M1 wires:
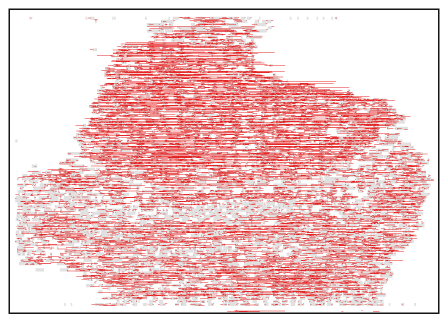
Met2 routing:
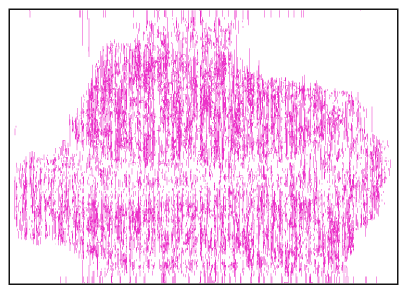
M3 wires:
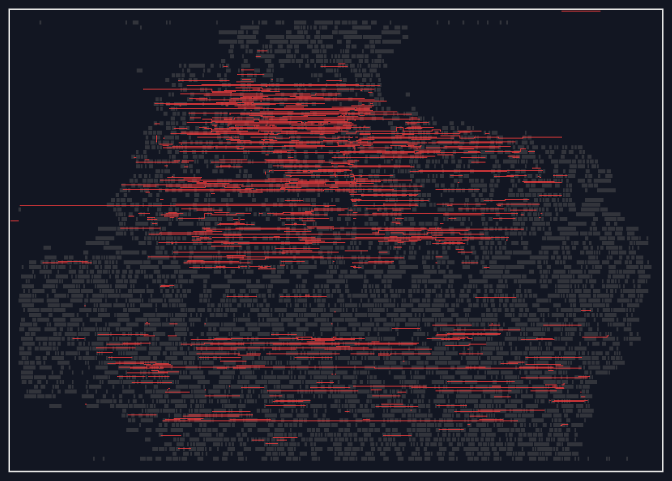
Met4 routing:
Bar = 100 µm.
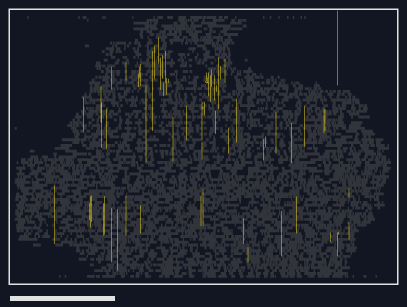
==> src/rtl/nv_nvdla_sdp_hls_x_out_cvt.sv <==
// nv_nvdla_sdp_hls_x_out_cvt
// Output converter for the SDP X path. It subtracts an offset, multiplies by a
// scale, applies a rounding arithmetic right shift, and saturates to int16 or
// int8. The datapath is a two-stage valid/ready pipeline.
// Optional feature: define NVDLA_SDP_CVT_SAT_CNT_EN to build the sticky
// saturation event counter. When it is undefined, sat_cnt is tied to zero.
module nv_nvdla_sdp_hls_x_out_cvt #(
    parameter int SAT_CNT_W = 32
) (
    input  logic                 nvdla_core_clk,
    input  logic                 nvdla_core_rst,
    input  logic [31:0]          cfg_cvt_offset,
    input  logic [15:0]          cfg_cvt_scale,
    input  logic [5:0]           cfg_cvt_shift,
    input  logic                 cfg_out_int8,
    input  logic                 cfg_sat_cnt_clr,
    input  logic                 chn_in_pvld,
    output logic                 chn_in_prdy,
    input  logic [31:0]          chn_data_in,
    output logic                 chn_out_pvld,
    input  logic                 chn_out_prdy,
    output logic [15:0]          chn_data_out,
    output logic                 chn_sat_out,
    output logic [SAT_CNT_W-1:0] sat_cnt
);

    logic                s1_vld_r;
    logic [48:0]         s1_prod_r;
    logic                s2_vld_r;
    logic [15:0]         s2_data_r;
    logic                s2_sat_r;

    logic                s2_rdy_s;
    logic                s1_rdy_s;
    logic [32:0]         diff_s;
    logic [48:0]         diff_ext_s;
    logic [48:0]         scale_ext_s;
    logic [48:0]         prod_s;
    logic [49:0]         rnd_s;
    logic signed [49:0]  sum_s;
    logic signed [49:0]  shifted_s;
    logic signed [49:0]  lim_hi_s;
    logic signed [49:0]  lim_lo_s;
    logic [15:0]         clip_data_s;
    logic                clip_sat_s;
    logic                out_hs_s;

    // Pipeline ready chain: each stage accepts a beat when it is empty or when its content leaves
    always_comb begin
        s2_rdy_s = ~s2_vld_r | chn_out_prdy;
        s1_rdy_s = ~s1_vld_r | s2_rdy_s;
    end

    assign chn_in_prdy  = s1_rdy_s;
    assign chn_out_pvld = s2_vld_r;
    assign chn_data_out = s2_data_r;
    assign chn_sat_out  = s2_sat_r;
    assign out_hs_s     = s2_vld_r & chn_out_prdy;

    // S1 arithmetic: exact 33-bit difference times 16-bit scale. Operands are sign-extended to 49 bits, so the low 49 bits of the product are exact
    always_comb begin
        diff_s      = {chn_data_in[31], chn_data_in} - {cfg_cvt_offset[31], cfg_cvt_offset};
        diff_ext_s  = {{16{diff_s[32]}}, diff_s};
        scale_ext_s = {{33{cfg_cvt_scale[15]}}, cfg_cvt_scale};
        prod_s      = diff_ext_s * scale_ext_s;
    end

    // S2 arithmetic: round-half-up shift, then clamp to the selected output range
    always_comb begin
        rnd_s       = 50'd0;
        clip_data_s = 16'd0;
        clip_sat_s  = 1'b0;
        if (cfg_cvt_shift != 6'd0) begin
            rnd_s = 50'd1 << (cfg_cvt_shift - 6'd1);
        end else begin
            rnd_s = 50'd0;
        end
        // A 50-bit sum keeps the rounding addend from overflowing the 49-bit product
        sum_s     = $signed({s1_prod_r[48], s1_prod_r}) + $signed(rnd_s);
        shifted_s = sum_s >>> cfg_cvt_shift;
        if (cfg_out_int8) begin
            lim_hi_s = 50'sd127;
            lim_lo_s = -50'sd128;
        end else begin
            lim_hi_s = 50'sd32767;
            lim_lo_s = -50'sd32768;
        end
        if (shifted_s > lim_hi_s) begin
            clip_data_s = lim_hi_s[15:0];
            clip_sat_s  = 1'b1;
        end else if (shifted_s < lim_lo_s) begin
            clip_data_s = lim_lo_s[15:0];
            clip_sat_s  = 1'b1;
        end else begin
            // An in-range int8 value is already sign-extended through bit 15
            clip_data_s = shifted_s[15:0];
            clip_sat_s  = 1'b0;
        end
    end

    // S1 valid bit: loads whenever S1 is ready, which drops it if no beat is offered
    always_ff @(posedge nvdla_core_clk) begin
        if (nvdla_core_rst) begin
            s1_vld_r <= 1'b0;
        end else if (s1_rdy_s) begin
            s1_vld_r <= chn_in_pvld;
        end else begin
            s1_vld_r <= s1_vld_r;
        end
    end

    // S1 product register: captures only on an input handshake
    always_ff @(posedge nvdla_core_clk) begin
        if (chn_in_pvld & s1_rdy_s) begin
            s1_prod_r <= prod_s;
        end else begin
            s1_prod_r <= s1_prod_r;
        end
    end

    // S2 valid bit: refills from S1 when S2 is ready, so a simultaneous leave and enter keeps it set
    always_ff @(posedge nvdla_core_clk) begin
        if (nvdla_core_rst) begin
            s2_vld_r <= 1'b0;
        end else if (s2_rdy_s) begin
            s2_vld_r <= s1_vld_r;
        end else begin
            s2_vld_r <= s2_vld_r;
        end
    end

    // S2 result registers: held while stalled, so the output stays stable under backpressure
    always_ff @(posedge nvdla_core_clk) begin
        if (s1_vld_r & s2_rdy_s) begin
            s2_data_r <= clip_data_s;
            s2_sat_r  <= clip_sat_s;
        end else begin
            s2_data_r <= s2_data_r;
            s2_sat_r  <= s2_sat_r;
        end
    end

`ifdef NVDLA_SDP_CVT_SAT_CNT_EN
    logic [SAT_CNT_W-1:0] sat_cnt_r;

    // Saturation counter: clear wins over increment, and the count sticks at all-ones
    always_ff @(posedge nvdla_core_clk) begin
        if (nvdla_core_rst) begin
            sat_cnt_r <= {SAT_CNT_W{1'b0}};
        end else if (cfg_sat_cnt_clr) begin
            sat_cnt_r <= {SAT_CNT_W{1'b0}};
        end else if (out_hs_s & s2_sat_r & (sat_cnt_r != {SAT_CNT_W{1'b1}})) begin
            sat_cnt_r <= sat_cnt_r + {{(SAT_CNT_W-1){1'b0}}, 1'b1};
        end else begin
            sat_cnt_r <= sat_cnt_r;
        end
    end

    assign sat_cnt = sat_cnt_r;
`else
    logic unused_cnt_s;

    assign unused_cnt_s = cfg_sat_cnt_clr ^ out_hs_s;
    assign sat_cnt      = {SAT_CNT_W{1'b0}};
`endif

endmodule

==> config.mk <==
export PLATFORM = sky130hd
export DESIGN_NAME = nv_nvdla_sdp_hls_x_out_cvt
export DESIGN_NICKNAME = d
export VERILOG_FILES = /design/src/rtl/nv_nvdla_sdp_hls_x_out_cvt.sv
export SDC_FILE = /design/constraint.sdc
export NUM_CORES = 2
export LEC_CHECK = 0
export CORE_ASPECT_RATIO = 0.7
export CORE_MARGIN = 4
export CORE_UTILIZATION = 35
export DETAILED_ROUTE_END_ITERATION = 7
export SKIP_CTS_REPAIR_TIMING = 1
export SLEW_MARGIN = 20
export SYNTH_ARGS = -nofsm -noshare
export SYNTH_HDL_FRONTEND = slang
export SYNTH_SLANG_ARGS = --single-unit
export TNS_END_PERCENT = 5
==> constraint.sdc <==
create_clock -name nvdla_core_clk -period 10.22 [get_ports nvdla_core_clk]
set_input_delay 1.533 -clock nvdla_core_clk [delete_from_list [all_inputs] [get_ports nvdla_core_clk]]
set_output_delay 1.533 -clock nvdla_core_clk [all_outputs]
set_load 0.01 [all_outputs]
==> reports/results.ini <==
[synthesis]
top_area_frac = 0.313
ys_area_um2 = 32100
ff_type = edfxtp_1
ys.flops = 68
ys_sh_adder = 0.396

[detailed_routing]
top_layer = met5
drc = 1
wl_met3_mm = 12.2

[worst_setup_path]
critPathTopFamily = adder cells
cp_slowest_stage_delay_ps = 540

[outcome]
violations = design-rule violations
status = finished, violations left

[global_route]
grt.busiest_layer = met1
antenna_found_initial = 2
met3_usage = 0.0722

[placed_design]
dp_hpwl_mm = 94.6

[min_path]
hold_class = register to register

Notes on 'M1 wires' above:
4,967 nets have wire on it. The wires run mostly horizontal.

Notes on 'met2 routing' above:
The longest straight run is 83.5 µm. The wires run mostly vertical. The layer carries 46.2 mm of wire. 4,594 nets have wire on it.

Notes on 'M3 wires' above:
The layer holds 11% of the routed length. The layer carries 12,200 µm of wire.

Notes on 'met4 routing' above:
The layer holds 1.6% of the routed length. 62 nets have wire on it.

final cells by class:
class,count,area share
clock buffers,9,0.00562
well taps,1222,0.0381
inverters,622,0.0582
multi-input cells,3035,0.685
clock inverters,6,0.00343
flip-flops and latches,68,0.0504
repair buffers,798,0.160
placed cells by master (no fill, tap or decap), types with 29 or more instances in the layout:
master / instances
buf_4: 672
inv_1: 609
fa_1: 496
nand2_1: 473
nor2_1: 234
ha_1: 200
and2_1: 199
a21oi_1: 144
nor3_1: 104
o21ai_0: 98
clkdlybuf4s50_1: 95
xnor2_1: 72
edfxtp_1: 66
o211ai_1: 50
a211oi_1: 49
nand3_1: 46
a21o_1: 44
a31oi_1: 42
nor2b_1: 39
o21a_1: 39
nand4_1: 34
conb_1: 32
or3_1: 29
